===== src/rtl/mycpu_pkg.sv =====
// Shared CPU types and constants used by the instruction fetch stage.
package mycpu_pkg;

    localparam int ADDR_W = 16;
    localparam int INS_W  = 16;

    // Instruction presented to the decoder when nothing is buffered.
    localparam logic [INS_W-1:0] INS_NOP = 16'h0000;

    // Fetch controller states:
    //   IDLE  - no memory request outstanding
    //   REQ   - request outstanding, the response will be buffered
    //   DRAIN - request outstanding, the response will be dropped (redirected)
    typedef enum logic [1:0] {
        IDLE  = 2'd0,
        REQ   = 2'd1,
        DRAIN = 2'd2
    } ifetch_state_t;

endpackage


===== src/rtl/ifetch_fifo.sv =====
// Small instruction buffer: each entry pairs a fetched word with its address.
// Clear has priority over push and pop; the head reads as NOP/0 when empty.
module ifetch_fifo
    import mycpu_pkg::*;
#(
    parameter int DEPTH = 2,
    localparam int PTR_W = $clog2(DEPTH),
    localparam int CNT_W = PTR_W + 1
) (
    input  logic              clk,
    input  logic              rst,
    input  logic              clear,
    input  logic              push,
    input  logic              pop,
    input  logic [ADDR_W-1:0] push_pc,
    input  logic [INS_W-1:0]  push_ins,
    output logic [CNT_W-1:0]  count,
    output logic [INS_W-1:0]  head_ins,
    output logic [ADDR_W-1:0] head_pc,
    output logic              head_valid
);

    logic [ADDR_W+INS_W-1:0] mem [DEPTH];
    logic [PTR_W-1:0]        wr_ptr;
    logic [PTR_W-1:0]        rd_ptr;
    logic                    do_push;
    logic                    do_pop;

    assign do_push = push && !clear && (count != CNT_W'(DEPTH));
    assign do_pop  = pop  && !clear && (count != '0);

    // Pointer and occupancy bookkeeping; a clear empties the buffer outright.
    always_ff @(posedge clk or posedge rst) begin
        if (rst) begin
            wr_ptr <= '0;
            rd_ptr <= '0;
            count  <= '0;
        end else if (clear) begin
            wr_ptr <= '0;
            rd_ptr <= '0;
            count  <= '0;
        end else begin
            if (do_push) wr_ptr <= wr_ptr + PTR_W'(1);
            if (do_pop)  rd_ptr <= rd_ptr + PTR_W'(1);
            case ({do_push, do_pop})
                2'b10:   count <= count + CNT_W'(1);
                2'b01:   count <= count - CNT_W'(1);
                default: count <= count;
            endcase
        end
    end

    // Entry storage; contents are not reset because the head is masked by occupancy.
    always_ff @(posedge clk) begin
        if (do_push) mem[wr_ptr] <= {push_pc, push_ins};
    end

    assign head_valid = (count != '0);
    assign head_pc    = head_valid ? mem[rd_ptr][ADDR_W+INS_W-1:INS_W] : '0;
    assign head_ins   = head_valid ? mem[rd_ptr][INS_W-1:0]            : INS_NOP;

endmodule


===== src/rtl/ifetch.sv =====
// Instruction fetch stage: launches one memory request at a time from the PC,
// buffers returned words with their addresses, and drops everything on a redirect.
module ifetch
    import mycpu_pkg::*;
#(
    parameter int DEPTH = 2
) (
    input  logic              clk,
    input  logic              rst,
    input  logic [ADDR_W-1:0] pc_in,
    output logic              pc_adv,
    input  logic              flush_in,
    output logic              imem_req,
    output logic [ADDR_W-1:0] imem_addr,
    input  logic              imem_ack,
    input  logic [INS_W-1:0]  imem_rdata,
    output logic [INS_W-1:0]  ins_out,
    output logic [ADDR_W-1:0] ins_pc_out,
    output logic              ins_valid,
    input  logic              ins_ready
);

    localparam int CNT_W = $clog2(DEPTH) + 1;

    ifetch_state_t    state;
    ifetch_state_t    state_nxt;
    logic [CNT_W-1:0] count;
    logic             has_room;
    logic             launch;
    logic             push;
    logic             pop;

    assign has_room = (count < CNT_W'(DEPTH));
    assign pop      = ins_valid && ins_ready;

    // State register.
    always_ff @(posedge clk or posedge rst) begin
        if (rst) state <= IDLE;
        else     state <= state_nxt;
    end

    // Next state: a redirect while waiting keeps the request alive but marks it dead.
    always_comb begin
        state_nxt = state;
        case (state)
            IDLE:    if (has_room && !flush_in) state_nxt = REQ;
            REQ:     if (imem_ack)              state_nxt = IDLE;
                     else if (flush_in)         state_nxt = DRAIN;
            DRAIN:   if (imem_ack)              state_nxt = IDLE;
            default:                            state_nxt = IDLE;
        endcase
    end

    // Per-state strobes: launch a fetch from IDLE, keep a response only from REQ.
    always_comb begin
        launch = 1'b0;
        push   = 1'b0;
        case (state)
            IDLE:    launch = has_room && !flush_in;
            REQ:     push   = imem_ack && !flush_in;
            default: ;
        endcase
    end

    // Memory-side registers: request held until ack, address captured at launch.
    always_ff @(posedge clk or posedge rst) begin
        if (rst) begin
            imem_req  <= 1'b0;
            imem_addr <= '0;
            pc_adv    <= 1'b0;
        end else begin
            imem_req <= (state_nxt != IDLE);
            pc_adv   <= launch;
            if (launch) imem_addr <= pc_in;
        end
    end

    ifetch_fifo #(
        .DEPTH(DEPTH)
    ) u_fifo (
        .clk       (clk),
        .rst       (rst),
        .clear     (flush_in),
        .push      (push),
        .pop       (pop),
        .push_pc   (imem_addr),
        .push_ins  (imem_rdata),
        .count     (count),
        .head_ins  (ins_out),
        .head_pc   (ins_pc_out),
        .head_valid(ins_valid)
    );

endmodule


===== config.mk =====
export PLATFORM = sky130hd
export DESIGN_NAME = ifetch
export DESIGN_NICKNAME = d
export VERILOG_FILES = /design/src/rtl/mycpu_pkg.sv /design/src/rtl/ifetch_fifo.sv /design/src/rtl/ifetch.sv
export SDC_FILE = /design/constraint.sdc
export NUM_CORES = 1
export LEC_CHECK = 0
export CELL_PAD_IN_SITES_DETAIL_PLACEMENT = 2
export CELL_PAD_IN_SITES_GLOBAL_PLACEMENT = 2
export CORE_ASPECT_RATIO = 0.9
export CORE_UTILIZATION = 36
export CTS_CLUSTER_SIZE = 40
export DETAILED_ROUTE_END_ITERATION = 8
export GPL_TIMING_DRIVEN = 0
export PLACE_DENSITY = 0.89
export SYNTH_ARGS = -nofsm -noshare
export SYNTH_HDL_FRONTEND = slang
export SYNTH_HIERARCHICAL = 1
export SYNTH_SLANG_ARGS = --single-unit

===== constraint.sdc =====
create_clock -name clk -period 9.5 [get_ports clk]
set_input_delay 1.9 -clock clk [delete_from_list [all_inputs] [get_ports clk]]
set_output_delay 1.9 -clock clk [all_outputs]
set_load 0.02 [all_outputs]

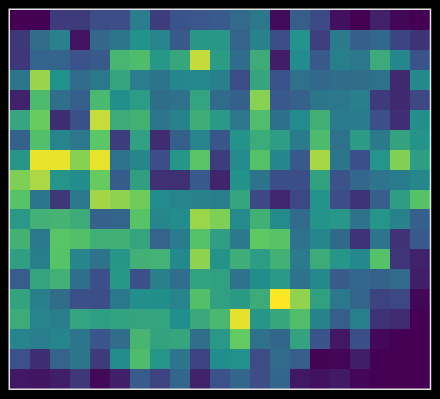
metal_density.png
(4 px per um) The die is cut into 21 by 19 equal tiles; dark purple is low, yellow is high, scaled to the fullest tile. Values are wire area over tile area, all layers added.
fullest tile: 0.32
emptiest ninth of the die: lower right
mean over tiles: 0.13
densest ninth of the die: middle left
nearly empty tiles: 4.5%
tiles over half the peak: 34%
Vias: 2109
total wire length: 8410 um

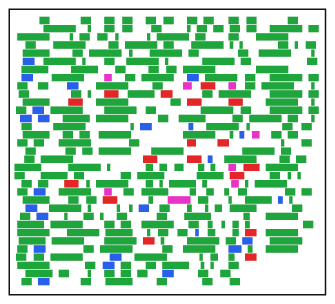
sizes.png
(3 px per um)
[red] _6 and larger | cells: 17 | share: 5.3%
[green] _0 and _1 cells | cells: 272 | share: 85%
[blue] _2 cells | cells: 24 | share: 7.5%
[magenta] _3 and _4 cells | cells: 8 | share: 2.5%
final instance area: 4710 sq um
Area Growth Syn to Fin: 37.1%

==> impl_metrics.csv <==
group,metric,value,unit
status,outcome,"complete, no violations",
clock_tree,cts_max_path_buffers,2,
routing,drt_iter0_markers,64,
clock_tree,hold_buffers,0,
global_routing,grt_use_met1,20.5,%
logic_synthesis,yosys_warnings,6,
global_routing,grt_usage,18.4,%
global_routing,grt.busiest_layer,"met2",
global_routing,grt_pass1_vias,2439,
pwr,power_switching_share,25.7,%
pwr,clock_power_share,28.6,%
setup_path,critical_path_required,9550,ps
pwr,p_int,0.611,mW
logic_synthesis,synth.cellmix.simpleShare,7.62,%
global_routing,grt_pass1_wl,13400,um
logic_synthesis,yosysTopAreaCell,"edfxtp_1",
final_timing,setup_tns,0,ps
final_layout,layout-drive-gt1-share,15.3,%
final_layout,nets,353,
final_layout,comb_area,851,sq um
pwr,p_seq_share,55.9,%
routing,firstDrtPassIters,4,
pwr,p_total,0.823,mW
setup_path,critPathKind,"primary input to flop",
global_routing,gr-total-overflow,0,
final_timing,setup_viol,0,
routing,drc,0,
floorplanning,ioPinCount,88,
logic_synthesis,ys_cells,213,
pwr,p_leak,1.59,nW
routing,top_layer,"met4",
logic_synthesis,async_flop_share,27.3,%
clock_tree,cts.sinks,88,
final_layout,inv_count,4,
logic_synthesis,yosysChipArea,3430,sq um
clock_tree,cts_tree,"done",
min_path,min_path_type,"flop to flop",
final_timing,finalHoldViolCount,0,
setup_path,end_kind,"flop",
final_layout,largest_class,"flip-flops and latches",
floorplanning,dieArea,9930,sq um
logic_synthesis,ys_seq_elements,88,
global_routing,antenna_found_initial,0,
pwr,p_per_area,175,nW/um^2
floorplanning,num_tap_cells,122,
routing,dr_wl_met3,334,um
final_layout,seq_area_share,53.6,%
pwr,peakVddDrop,0.107,mV
routing,vias_per_cell,4.76,
clock_tree,cts.clk_slew.worst_paths,90,ps
pwr,power_top_consumer,"sequential cells",
final_timing,tightest_slew,1000,ps
final_layout,clkbuf_count,11,
final_timing,period_used_share,47.6,%
logic_synthesis,yosysUniqueCellTypes,28,
final_layout,clkCellAreaFrac,3.85,%
clock_tree,clkLatencyLatePin,350,ps
clock_tree,cts_resized,0,
pwr,combPwrFrac,15.5,%
floorplanning,die_h,94.6,um
final_timing,relSlewSlack,32.8,%
final_layout,sh_comb_area,18.1,%
final_timing,hold_slack,505,ps
floorplanning,core_area,9170,sq um
global_routing,met2_usage,35.1,%
setup_path,worstPathMaxFanout,12,
final_layout,top_regs,"u_fifo/mem x64, imem_addr x16",
final_layout,lay_top_count,"clkdlybuf4s50_1",
final_layout,n_antenna_cell,0,
logic_synthesis,ys_sh_mux,14.9,%
final_layout,top_register,"u_fifo/mem",
floorplanning,die_w,105,um
final_layout,flops,88,
clock_tree,cts-root-buf,"clkbuf_8",
logic_synthesis,synth_largest_type_area_fraction,56.0,%
final_timing,min_period,4520,ps
clock_tree,postCtsSetupRepairBufs,0,
==> worst paths after layout <==
| path | start | endpoint | slack [ps] | cells past startpoint |
|---|---|---|---|---|
| setup / recovery | flush_in | u_fifo/mem[0][18] | 4980 | 5 |
| hold / removal | imem_addr[12] | u_fifo/mem[0][28] | 510 | 0 |
| min in group asynchronous | rst | u_fifo/count[1] | 1800 | 2 |
| hold reg to reg | imem_addr[12] | u_fifo/mem[0][28] | 510 | 0 |
| setup reg to reg | state[0] | u_fifo/mem[0][18] | 6700 | 5 |
| max in group asynchronous | rst | imem_addr[1] | 6810 | 2 |
==> stage by stage <==
step	setup slack, ps	cells	util (%)	area, sq um
global route	4780	443	51.4	4710
detailed placement	4590	427	49.4	4530
floorplan	4130	213	-	3430
global placement	1830	422	48.6	4460
finish	4980	443	51.4	4710
CTS	4960	443	51.4	4710
Power is estimated from default activity; no workload was simulated.
